## config.mk

```make
export PLATFORM = sky130hd
export DESIGN_NAME = pixel_norm_sequencer_flat
export DESIGN_NICKNAME = d
export VERILOG_FILES = /design/src/rtl/pixel_norm_sequencer_if.sv /design/src/rtl/pixel_norm_sequencer.sv /design/src/flat_wrapper.sv
export SDC_FILE = /design/constraint.sdc
export NUM_CORES = 1
export LEC_CHECK = 0
export CAP_MARGIN = 25
export CORE_MARGIN = 2
export CORE_UTILIZATION = 55
export CTS_BUF_LIST = sky130_fd_sc_hd__clkbuf_16
export DETAILED_ROUTE_END_ITERATION = 8
export GPL_TIMING_DRIVEN = 0
export HOLD_SLACK_MARGIN = 0.05
export PLACE_DENSITY = 0.95
export SLEW_MARGIN = 20
export SYNTH_ARGS = -nofsm -noshare
export SYNTH_HDL_FRONTEND = slang
export SYNTH_SLANG_ARGS = --single-unit
```

## constraint.sdc

```tcl
create_clock -name clk -period 4.9 [get_ports clk]
set_clock_uncertainty 0.05 [all_clocks]
set_input_delay 1.225 -clock clk [delete_from_list [all_inputs] [get_ports clk]]
set_output_delay 1.225 -clock clk [all_outputs]
set_load 0.005 [all_outputs]
```

## src/rtl/pixel_norm_sequencer_if.sv

```systemverilog
// Handshake bundle between the pixel-normalizer sequencer and its environment:
// control, pixel-memory read port, normalizer port, status and credit count.
interface pixel_norm_sequencer_if #(
  parameter int unsigned ADDR_W  = 16,
  parameter int unsigned CREDITS = 4
);
  localparam int unsigned CRED_W = $clog2(CREDITS + 1);

  logic              start;
  logic              abort;
  logic [ADDR_W-1:0] frame_base;
  logic              credit_return;
  logic              mem_rd_en;
  logic [ADDR_W-1:0] mem_addr;
  logic [7:0]        mem_rdata;
  logic              norm_valid_in;
  logic [7:0]        norm_pixel_in;
  logic              norm_valid_out;
  logic              busy;
  logic              done;
  logic              aborted;
  logic [CRED_W-1:0] credits;

  // Environment side: issues commands, returns memory data and normalizer results.
  modport master (
    output start, abort, frame_base, credit_return, mem_rdata, norm_valid_out,
    input  mem_rd_en, mem_addr, norm_valid_in, norm_pixel_in, busy, done, aborted, credits
  );

  // Sequencer side.
  modport slave (
    input  start, abort, frame_base, credit_return, mem_rdata, norm_valid_out,
    output mem_rd_en, mem_addr, norm_valid_in, norm_pixel_in, busy, done, aborted, credits
  );
endinterface

```

## src/rtl/pixel_norm_sequencer.sv

```systemverilog
// Streams one IMG_W x IMG_H frame from pixel memory into a pixel normalizer,
// throttled by downstream credits, and waits for every normalized result.
module pixel_norm_sequencer #(
  parameter int unsigned IMG_W   = 28,
  parameter int unsigned IMG_H   = 28,
  parameter int unsigned ADDR_W  = 16,
  parameter int unsigned CREDITS = 4
) (
  input  logic                   clk,
  input  logic                   rst,
  pixel_norm_sequencer_if.slave  bus
);
  localparam int unsigned TOTAL  = IMG_W * IMG_H;
  localparam int unsigned CNT_W  = $clog2(TOTAL + 1);
  localparam int unsigned CRED_W = $clog2(CREDITS + 1);

  localparam logic [CNT_W-1:0]  TotalCnt  = CNT_W'(TOTAL);
  localparam logic [CNT_W-1:0]  LastCnt   = CNT_W'(TOTAL - 1);
  localparam logic [CRED_W-1:0] MaxCred   = CRED_W'(CREDITS);

  typedef enum logic [1:0] {StIdle, StRun, StDrain, StDone} state_e;

  state_e              state_q, state_d;
  logic [ADDR_W-1:0]   base_q;
  logic [CNT_W-1:0]    issue_cnt_q;
  logic [CNT_W-1:0]    out_cnt_q;
  logic [CRED_W-1:0]   credits_q, credits_d;
  logic                norm_valid_q;
  logic                aborted_q;

  logic                active;
  logic                accept;
  logic                abort_hit;
  logic                issue;
  logic                last_issue;
  logic                out_inc;
  logic [CNT_W-1:0]    out_cnt_inc;
  logic                frame_out_done;

  assign active      = (state_q == StRun) || (state_q == StDrain);
  assign accept      = (state_q == StIdle) && bus.start;
  assign abort_hit   = active && bus.abort;
  assign issue       = (state_q == StRun) && (credits_q != '0) &&
                       (issue_cnt_q < TotalCnt) && !bus.abort;
  assign last_issue  = issue && (issue_cnt_q == LastCnt);
  assign out_inc     = active && bus.norm_valid_out;
  assign out_cnt_inc = out_cnt_q + CNT_W'(out_inc);
  // Completion counts the result arriving in this very cycle.
  assign frame_out_done = (out_cnt_inc == TotalCnt);

  // State register
  always_ff @(posedge clk or posedge rst) begin
    if (rst) begin
      state_q <= StIdle;
    end else begin
      state_q <= state_d;
    end
  end

  // Next-state logic; abort wins over both forward transitions.
  always_comb begin
    state_d = state_q;
    unique case (state_q)
      StIdle:  if (accept) state_d = StRun;
      StRun: begin
        if (bus.abort)       state_d = StIdle;
        else if (last_issue) state_d = StDrain;
      end
      StDrain: begin
        if (bus.abort)           state_d = StIdle;
        else if (frame_out_done) state_d = StDone;
      end
      StDone:  state_d = StIdle;
      default: state_d = StIdle;
    endcase
  end

  // Credits move in every state; a return when already full is dropped.
  always_comb begin
    credits_d = credits_q;
    if (issue && !bus.credit_return) begin
      credits_d = credits_q - CRED_W'(1);
    end else if (!issue && bus.credit_return && (credits_q < MaxCred)) begin
      credits_d = credits_q + CRED_W'(1);
    end
  end

  always_ff @(posedge clk or posedge rst) begin
    if (rst) begin
      base_q       <= '0;
      issue_cnt_q  <= '0;
      out_cnt_q    <= '0;
      credits_q    <= MaxCred;
      norm_valid_q <= 1'b0;
      aborted_q    <= 1'b0;
    end else begin
      if (accept) begin
        base_q      <= bus.frame_base;
        issue_cnt_q <= '0;
        out_cnt_q   <= '0;
      end else begin
        if (issue)   issue_cnt_q <= issue_cnt_q + CNT_W'(1);
        if (out_inc) out_cnt_q   <= out_cnt_inc;
      end
      credits_q    <= credits_d;
      norm_valid_q <= issue;
      aborted_q    <= abort_hit;
    end
  end

  // Output logic
  always_comb begin
    bus.mem_rd_en     = issue;
    bus.mem_addr      = issue ? (base_q + ADDR_W'(issue_cnt_q)) : '0;
    bus.norm_valid_in = norm_valid_q;
    bus.norm_pixel_in = norm_valid_q ? bus.mem_rdata : 8'h00;
    bus.busy          = active;
    bus.done          = (state_q == StDone);
    bus.aborted       = aborted_q;
    bus.credits       = credits_q;
  end

endmodule

```

## src/flat_wrapper.sv

```systemverilog
// flat-port wrapper written by rule: the top's interface ports become plain ports
module pixel_norm_sequencer_flat 
#(
  parameter int unsigned IMG_W   = 28,
  parameter int unsigned IMG_H   = 28,
  parameter int unsigned ADDR_W  = 16,
  parameter int unsigned CREDITS = 4
)
  (clk, rst, bus_start, bus_abort, bus_frame_base, bus_credit_return, bus_mem_rdata, bus_norm_valid_out, bus_mem_rd_en, bus_mem_addr, bus_norm_valid_in, bus_norm_pixel_in, bus_busy, bus_done, bus_aborted, bus_credits);
  pixel_norm_sequencer_if #(.ADDR_W(ADDR_W), .CREDITS(CREDITS)) bus_i ();
  input  logic clk;
  input  logic rst;
  input wire logic [$bits(bus_i.start)-1:0] bus_start;
  input wire logic [$bits(bus_i.abort)-1:0] bus_abort;
  input wire logic [$bits(bus_i.frame_base)-1:0] bus_frame_base;
  input wire logic [$bits(bus_i.credit_return)-1:0] bus_credit_return;
  input wire logic [$bits(bus_i.mem_rdata)-1:0] bus_mem_rdata;
  input wire logic [$bits(bus_i.norm_valid_out)-1:0] bus_norm_valid_out;
  output wire logic [$bits(bus_i.mem_rd_en)-1:0] bus_mem_rd_en;
  output wire logic [$bits(bus_i.mem_addr)-1:0] bus_mem_addr;
  output wire logic [$bits(bus_i.norm_valid_in)-1:0] bus_norm_valid_in;
  output wire logic [$bits(bus_i.norm_pixel_in)-1:0] bus_norm_pixel_in;
  output wire logic [$bits(bus_i.busy)-1:0] bus_busy;
  output wire logic [$bits(bus_i.done)-1:0] bus_done;
  output wire logic [$bits(bus_i.aborted)-1:0] bus_aborted;
  output wire logic [$bits(bus_i.credits)-1:0] bus_credits;
  assign bus_i.start = bus_start;
  assign bus_i.abort = bus_abort;
  assign bus_i.frame_base = bus_frame_base;
  assign bus_i.credit_return = bus_credit_return;
  assign bus_i.mem_rdata = bus_mem_rdata;
  assign bus_i.norm_valid_out = bus_norm_valid_out;
  assign bus_mem_rd_en = bus_i.mem_rd_en;
  assign bus_mem_addr = bus_i.mem_addr;
  assign bus_norm_valid_in = bus_i.norm_valid_in;
  assign bus_norm_pixel_in = bus_i.norm_pixel_in;
  assign bus_busy = bus_i.busy;
  assign bus_done = bus_i.done;
  assign bus_aborted = bus_i.aborted;
  assign bus_credits = bus_i.credits;
  pixel_norm_sequencer #(.IMG_W(IMG_W), .IMG_H(IMG_H), .ADDR_W(ADDR_W), .CREDITS(CREDITS)) u_core (.clk(clk), .rst(rst), .bus(bus_i));
endmodule
```

**The metal 3 layer**

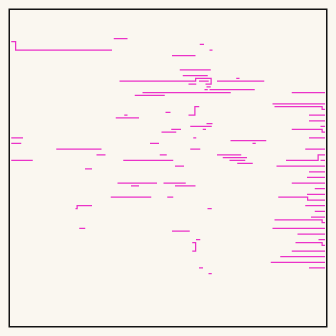
nets with wire on the layer = 62
longest straight run = 23.0 um
main direction = horizontal
share of all routed wire = 6.2%
wire length on this layer = 460 um

**Routed clock nets over the placement**

The bar under the picture is 20 um long.
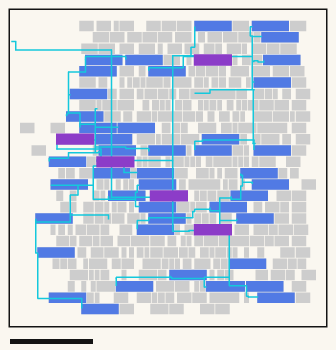
purple -> clock drivers  # count 5
blue -> flip-flops  # count 43
cyan -> clock wires  # length 573 um
flops lie = spread over the die
routed clock nets = 6
clk pwr: 0.377 mW
Clock power frac: 20.6%

**Ports around the boundary**

Pins as bars across the die edge, other pins in grey.
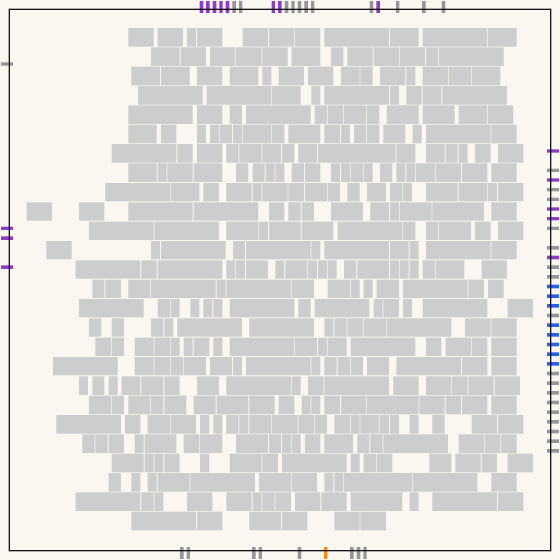
orange -> rst  # pins 1, direction input, edge south
purple -> bus_frame_base  # pins 16, direction input, edge 8 north, 5 east, 3 west
blue -> bus_norm_pixel_in  # pins 8, direction output, edge east

**Placed standard cells**

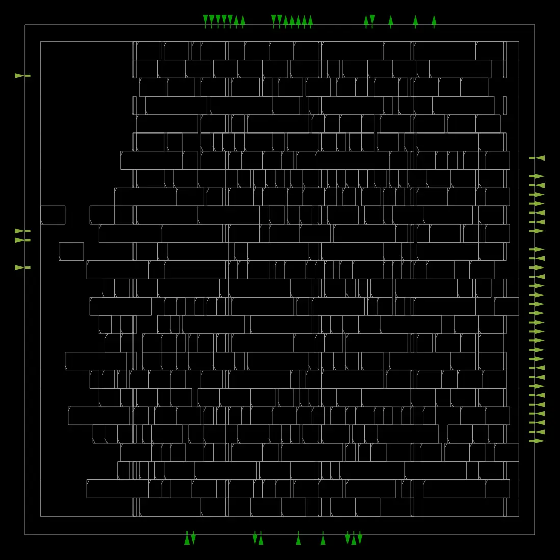
# Taps: 70
Seq area share: 28.9%
Rows: 26

==> deck_impl_summary.md <==
Synthesis and Place & Route Summary

Critical path
  • Nature of the critical path startpoint: primary input
  • Crit path capture: bus_mem_addr[13]
  • Worst-path fanout max: 11
  • R2r worst-path depth: 11
  • Crit Path Category: in -> out
  • R2R Path End: u_core.state_q[0]$_DFFE_PP0P_
  • Worst path slowest cell: clkdlybuf4s50_1
  • Reg-to-Reg Start: u_core.state_q[0]$_DFFE_PP0P_
  • Reg2Reg Setup Slack: approximately 2000 ps
  • Most frequent CP cell: clkdlybuf4s50_1

Layout
  • NonClk Buf Share: about 18%
  • Combinational Area: approximately 1700 um^2
  • Non-Filler Instances: 448
  • Ant. Diodes: 0
  • Final core occ: between 70 and 80%

GRT
  • GR Layer Usage met2: a little under half
  • M3 GR Usage: between 7 and 8%
  • Largest net degree at the start of global routing: 35
  • Vias in the first global route: between 2000 and 3000

Yosys
  • Fa+ha+maj area frac: under 10%
  • Distinct cells, synth: between 40 and 50
  • Aoi share: around 14%
  • Cell with the most instances after synthesis: dfrtp_1
  • Logic family by area: simple AND/OR/NAND/NOR gates
  • Post-synth EDFFs: 0
  • Biggest area cells: dfrtp_1 37%, ha_1 8.4%, mux2_2 6.3%
  • Synth flops: 43
  • Synth Seq Share: 37.9%

Worst hold path
  • Hold Path Sink: u_core.base_q[6]$_DFFE_PP0P_

Pwr
  • P_leak: about 1.6 nW
  • Final Power: roughly 1.8 mW
  • Comb power frac: 47.7%
  • Flop pwr share: about a third
  • Power Sequential: roughly 0.6 mW

Floorplan
  • Die X: between 70 and 80 um
  • Die Span Y: around 76 um

Detailed routing
  • 1st-pass router iterations: 4
  • Post-route ant nets: 0
  • M1 wire length: between 2000 and 3000 um
  • Vias: 2693
  • DR vias/cell: roughly 6

Final timing
  • Max_slew headroom: 60.4%
  • Setup slack after layout: between 70 and 80 ps
  • Slew Viols, Final: 0

CTS
  • CTS Root Cell: clkbuf_16
  • Clock-pin slew on the worst setup and hold paths: around 60 ps
  • H-tree levels: 2

Outcome
  • Outcome: completed
Power figures rest on the tool's default switching activity, not on a simulated workload.
